===== src/rtl/cmp_sort_ctrl.sv =====
// Bubble-sort engine time-sharing one W-bit magnitude comparator; result words start (N-1)^2+1 cycles after the last load.
// No backpressure: din_valid gaps stall LOAD, and the N sorted words are emitted on consecutive cycles.
module cmp_sort_ctrl #(
   parameter int W   = 3,
   parameter int N   = 4,
   parameter int SCW = $clog2(N*(N-1)/2+1)
) (
   input  logic           clk,
   input  logic           rst_n,
   input  logic           start,
   input  logic [W-1:0]   din,
   input  logic           din_valid,
   output logic           busy,
   output logic [W-1:0]   dout,
   output logic           dout_valid,
   output logic           done,
   output logic [SCW-1:0] swap_cnt
);

   localparam int IW = $clog2(N);
   localparam int EW = $clog2(N+1);
   localparam logic [IW-1:0] IDX_LAST = IW'(N-1);
   localparam logic [IW-1:0] J_LAST   = IW'(N-2);
   localparam logic [EW-1:0] E_LAST   = EW'(N-1);
   localparam logic [EW-1:0] E_END    = EW'(N);

   typedef enum logic [1:0] {S_IDLE, S_LOAD, S_SORT, S_EMIT} state_t;

   state_t           r_state;
   logic [W-1:0]     r_mem [N];
   logic [IW-1:0]    r_idx;
   logic [IW-1:0]    r_j;
   logic [IW-1:0]    r_p;
   logic [EW-1:0]    r_e;
   logic [SCW-1:0]   r_swap_cnt;
   logic             r_busy;
   logic [W-1:0]     r_dout;
   logic             r_dout_valid;
   logic             r_done;

   logic [IW-1:0]    w_j1;
   logic [W-1:0]     w_a;
   logic [W-1:0]     w_b;
   logic             w_gt;

   // Shared comparator always looks at the adjacent pair selected by r_j.
   assign w_j1 = r_j + IW'(1);
   assign w_a  = r_mem[r_j];
   assign w_b  = r_mem[w_j1];
   assign w_gt = (w_a > w_b);

   always_ff @(posedge clk or negedge rst_n) begin
      if (!rst_n) begin
         r_state      <= S_IDLE;
         for (int i = 0; i < N; i++) r_mem[i] <= '0;
         r_idx        <= '0;
         r_j          <= '0;
         r_p          <= '0;
         r_e          <= '0;
         r_swap_cnt   <= '0;
         r_busy       <= 1'b0;
         r_dout       <= '0;
         r_dout_valid <= 1'b0;
         r_done       <= 1'b0;
      end else begin
         case (r_state)
            S_IDLE: begin
               if (start) begin
                  r_state    <= S_LOAD;
                  r_idx      <= '0;
                  r_swap_cnt <= '0;
                  r_busy     <= 1'b1;
               end
            end
            S_LOAD: begin
               if (din_valid) begin
                  r_mem[r_idx] <= din;
                  r_idx        <= r_idx + IW'(1);
                  if (r_idx == IDX_LAST) begin
                     r_state <= S_SORT;
                     r_j     <= '0;
                     r_p     <= '0;
                  end
               end
            end
            S_SORT: begin
               // Strictly greater swaps only, so equal keys keep their order.
               if (w_gt) begin
                  r_mem[r_j]  <= w_b;
                  r_mem[w_j1] <= w_a;
                  r_swap_cnt  <= r_swap_cnt + SCW'(1);
               end
               if (r_j == J_LAST) begin
                  r_j <= '0;
                  if (r_p == J_LAST) begin
                     r_state <= S_EMIT;
                     r_e     <= '0;
                  end else begin
                     r_p <= r_p + IW'(1);
                  end
               end else begin
                  r_j <= w_j1;
               end
            end
            S_EMIT: begin
               // Extra step at r_e==N keeps busy high alongside done.
               if (r_e != E_END) begin
                  r_dout       <= r_mem[r_e[IW-1:0]];
                  r_dout_valid <= 1'b1;
                  r_done       <= (r_e == E_LAST);
                  r_e          <= r_e + EW'(1);
               end else begin
                  r_dout_valid <= 1'b0;
                  r_done       <= 1'b0;
                  r_busy       <= 1'b0;
                  r_state      <= S_IDLE;
               end
            end
            default: r_state <= S_IDLE;
         endcase
      end
   end

   assign busy       = r_busy;
   assign dout       = r_dout;
   assign dout_valid = r_dout_valid;
   assign done       = r_done;
   assign swap_cnt   = r_swap_cnt;

endmodule


===== config.mk =====
export PLATFORM = sky130hd
export DESIGN_NAME = cmp_sort_ctrl
export DESIGN_NICKNAME = d
export VERILOG_FILES = /design/src/rtl/cmp_sort_ctrl.sv
export SDC_FILE = /design/constraint.sdc
export NUM_CORES = 1
export LEC_CHECK = 0
export ABC_AREA = 1
export ABC_CLOCK_PERIOD_IN_PS = 5750
export CAP_MARGIN = 25
export CORE_ASPECT_RATIO = 0.7
export CORE_UTILIZATION = 64
export CTS_CLUSTER_DIAMETER = 100
export CTS_CLUSTER_SIZE = 14
export DETAILED_ROUTE_END_ITERATION = 8
export PLACE_DENSITY = 0.88
export SETUP_SLACK_MARGIN = 0.5
export SYNTH_ARGS = -nofsm -noshare
export SYNTH_HDL_FRONTEND = slang
export SYNTH_SLANG_ARGS = --single-unit

===== constraint.sdc =====
create_clock -name clk -period 5.75 [get_ports clk]
set_input_delay 1.725 -clock clk [delete_from_list [all_inputs] [get_ports clk]]
set_output_delay 1.725 -clock clk [all_outputs]
set_load 0.01 [all_outputs]

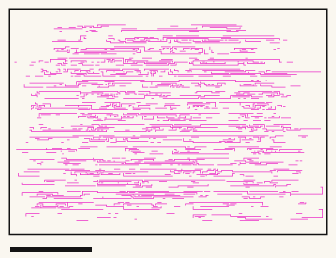
*M1 wires, run 1*
Bar = 20 um.
- share of all routed wire: 43%
- main direction: horizontal
- wire length on this layer: 2800 um
DRT Wirelength: 6450 um
grt met1 use: 0.463
Vias: 2503

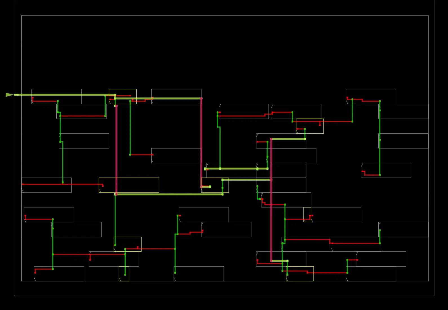
*Clock routing, run 1*
number of sequential cells: 32
clock buffer count from CTS: 5
CLK BUF: 6

==> Changelog: implementation, run 1 <==
### Implementation results

- Reg2reg end: r_mem[2]
- Final Max Tran Viols: 0
- Hold path cells: 2
- Ant diodes: 0
- Post-synth ARST share: 1.00
- Root Driver: clkbuf_8
- GRT Overall Usage: 0.323
- PnR worst setup slack: 2560 ps
- Post-synth cell types: 30
- CTS tree: done
- Kind of start point of the critical path: register
- Status: finished clean
- Most numerous logic cells after layout: nand2_1, nand3_1, dfrtp_1
- Cell count in the Yosys report: around 350
- Synthesized instance count: 353
- Commonest Layout Cell: nand2_1
- Drt drc: 0
- Core area: 3670 um^2
- DRT antenna net count: 0
- Clock sink count: 32
- FP Core Util: 0.694
- Number of enable flip-flop cells: 0
- DP Worst Slack: 2670 ps
- Slowest CP cell: dfrtp_1
- Final Hold Vio Count: 0
- Crit path arrival time: 3420 ps
- Minimum clock period: 3190 ps
- Crit path largest cell delay: between 600 and 700 ps
- XOR/XNOR Area Share: 0.00344
- Util after Layout: 0.772
- Hpwl dp: 4590 um
- H-tree levels: 2
- Vias in the first global route: 2047
- Hold path start: r_p[1]
- Hold Buf Count CTS: 0
- Worst-Skew Late Latency: between 200 and 300 ps
- Placed cell count: a little over 400
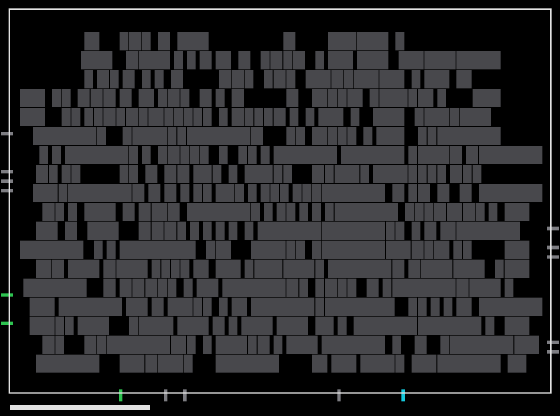
*Pin placement, run 1*
Bar = 20 um. Pins as bars across the die edge, other pins in gray.
- `dout_valid`: cyan (pins 1; direction output; edge bottom)
- `swap_cnt`: green (pins 3; direction output; edge 2 left, 1 bottom)
- all pins by edge: 6 left, 5 bottom, 5 right
die width: 77.4 um
die height: 54.8 um
Port Buffers: 15

run 1: synthesized netlist by cell type (2+ instances only):
master / number
inv_2: 6
o21ai_1: 12
nand3b_1: 2
nand3_2: 10
a31oi_1: 3
nor2_4: 2
buf_4: 2
nand2_2: 6
or2_1: 3
buf_12: 2
nand2_1: 118
nand4_1: 3
inv_1: 21
buf_2: 3
dfrtp_1: 32
o21ai_0: 11
ha_1: 23
nand2_4: 4
nor2_1: 28
a21oi_1: 4
nand3_1: 47
and2_1: 3
run 1: registers in the layout (all words and copies together) (netlist names):
register    cells
r_p             2
r_j             2
dout_valid      1
r_idx           2
dout            3
busy            1
r_e             3
swap_cnt        3
r_state         2
r_mem          12
done            1
run 1: routing by layer:
metal  part of all wire  track usage  vias to the layer above
met1               0.43        0.463                     1136
met5                  0            0                        -
met4              0.024        0.126                        0
met2               0.42        0.479                      156
li1                   -            -                     1192
met3               0.12       0.0683                       19
run 1: area by class of cell:
class | instances | area [um^2] | share of cell area
Inverter | 28 | 110 | 0.0389
Timing Repair Buffer | 17 | 185 | 0.0654
Clock inverter | 2 | 35.0 | 0.0124
Tap cell | 50 | 62.6 | 0.0221
Clock buffer | 6 | 72.6 | 0.0256
Sequential cell | 32 | 801 | 0.283
Multi-Input combinational cell | 286 | 1570 | 0.553
run 1: worst max-delay path, delay by kind of cell, from the launching register on:
| family | cells | cell delay [ps] |
|---|---|---|
| and+or+nand+nor | 10 | 1200 |
| DFF | 1 | 670 |
| adders and majority gates | 2 | 800 |
| buffers and inverters | 2 | 440 |
### Signal metal coverage by tile, run 1

Bar = 20 um. The die is cut into 15 by 11 equal tiles; dark blue is low, red is high, scaled to the fullest tile. Values are wire area over tile area, all layers added.
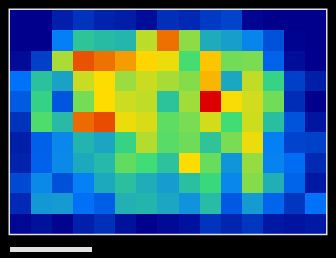

==> inputs of run 2 (changes only) <==
ABC_CLOCK_PERIOD_IN_PS = 2740   (was 5750)
CORE_UTILIZATION = 54   (was 64)
PLACE_DENSITY = 0.8   (was 0.88)
clock period = 2.74 ns   (was 5.75 ns; I/O delays follow)
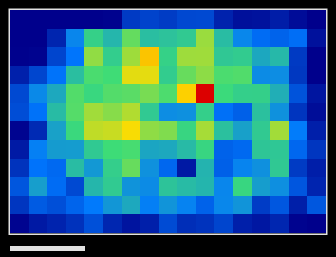
*Signal metal coverage by tile, run 2*
Bar = 20 um. The die is cut into 17 by 12 equal tiles; dark blue is low, red is high, scaled to the fullest tile. Values are wire area over tile area, all layers added.
- mean over tiles: 0.22
- nearly empty tiles: 8.3%
- fullest tile: 0.74
- densest ninth of the die: center
- tiles over half the peak: 18%
Vias: 2473
GRT Overall Usage: 0.287
DRT Wirelength: 6820 um

==> run 2 against run 1 <==
The flow now finishes with violations (DRC). Global-route usage shrank 3.7 points. Final cell count up 4.0%. Die area increased by 18%. Synthesized cell count unchanged. Area after synthesis unchanged.
==> Changelog: implementation, run 2 <==
### Implementation results

- Area after DPL: 2750 um^2
- Top cells by count: nand2_1, nand3_1, dfrtp_1
- Most numerous logic cells after layout: nand2_1, nand3_1, dfrtp_1
- Core area: roughly 4400 um^2
- Kind of start point of the critical path: register
- Max reg flops: 12
- Commonest Layout Cell: nand2_1
- DP Worst Slack: 214 ps
- Synthesized instance count: between 300 and 400
- Biggest register: r_mem
- Clock sink count: 32
- Die height: between 50 and 60 um
- Hold Buf Count CTS: 0
- Port Buffers: 15
- Util after Layout: 0.688
- Crit path depth: 14
- Vias in the first global route: roughly 2100
- Drt drc: 2
- Worst path buffer plus inverter count: 3
- Root Driver: clkbuf_8
- Die width: 84.1 um
- Ant diodes: 0
- Crit path largest cell delay: 390 ps
- Worst clock skew: between 10 and 15 ps
- Die ar.: 5000 um^2
- H-tree levels: 2
- Status: finished with violations
- Post-synth ARST share: 1.00
- Crit path arrival time: 2310 ps
- Failing checks: DRC
- Clock buffer count from CTS: 5
- Placed cell count: 421
- PnR worst setup slack: 603 ps
- Number of enable flip-flop cells: 0
- Cell count in the Yosys report: ~350
- Minimum clock period: between 2000 and 2500 ps
- FP Core Util: 0.575
- Hpwl dp: 4940 um
- Kind of cell adding the most delay to the critical path: simple AND/OR/NAND/NOR gates
- Hold path cells: 2
- Post-synth cell types: 30
- CTS tree: done
- Synth top cell by count: nand2_1
- Flop area: 802 um^2
- Comb area: 1700 um^2
==> run 2: cell counts after synthesis <==
Identical to the previous run, type by type.
==> run 2: layer usage <==
layer	vias up	GRT usage	share of wire
met5	-	0	0
met4	0	0.0640	0.0072
met3	7	0.0752	0.086
met2	96	0.418	0.42
met1	1164	0.424	0.48
li1	1206	-	-
==> run 2: cell type report <==
| class | instances | share of cell area |
|---|---|---|
| timing repair buffer | 29 | 0.0850 |
| sequential | 32 | 0.263 |
| clock inverter | 1 | 0.00247 |
| multi-input combinational | 286 | 0.558 |
| inverter | 28 | 0.0403 |
| tap | 55 | 0.0226 |
| clock buffer | 7 | 0.0283 |
==> run 2: what timing repair did <==
| item | in CTS | in global routing |
|---|---|---|
| resized | 9 | 24 |
| pin swaps | 1 | 9 |
| endpoints found under the setup margin | 15 | 15 |
| buffers inserted | 2 | 7 |
==> run 2: cell families after synthesis <==
| family | after synthesis | synth area share |
|---|---|---|
| AND/OR/NAND/NOR | 229 | 0.429 |
| buffers and inverters | 35 | 0.0707 |
| AND-OR/OR-AND | 33 | 0.0693 |
| flip-flops | 32 | 0.314 |
| adder cells (fa/ha/maj) | 23 | 0.113 |
| XOR/XNOR | 1 | 0.00344 |
==> run 2: final timing paths <==
| kind | startpoint | end | slack (ps) |
|---|---|---|---|
| max | r_j[1] | r_mem[4] | 600 |
| min | r_p[1] | r_p[1] | 500 |
| max reg2reg | r_j[1] | r_mem[4] | 600 |
| min reg2reg | r_p[1] | r_p[1] | 500 |
| max in group asynchronous | rst_n | r_j[1] | 1490 |
| min in group asynchronous | rst_n | done | 940 |
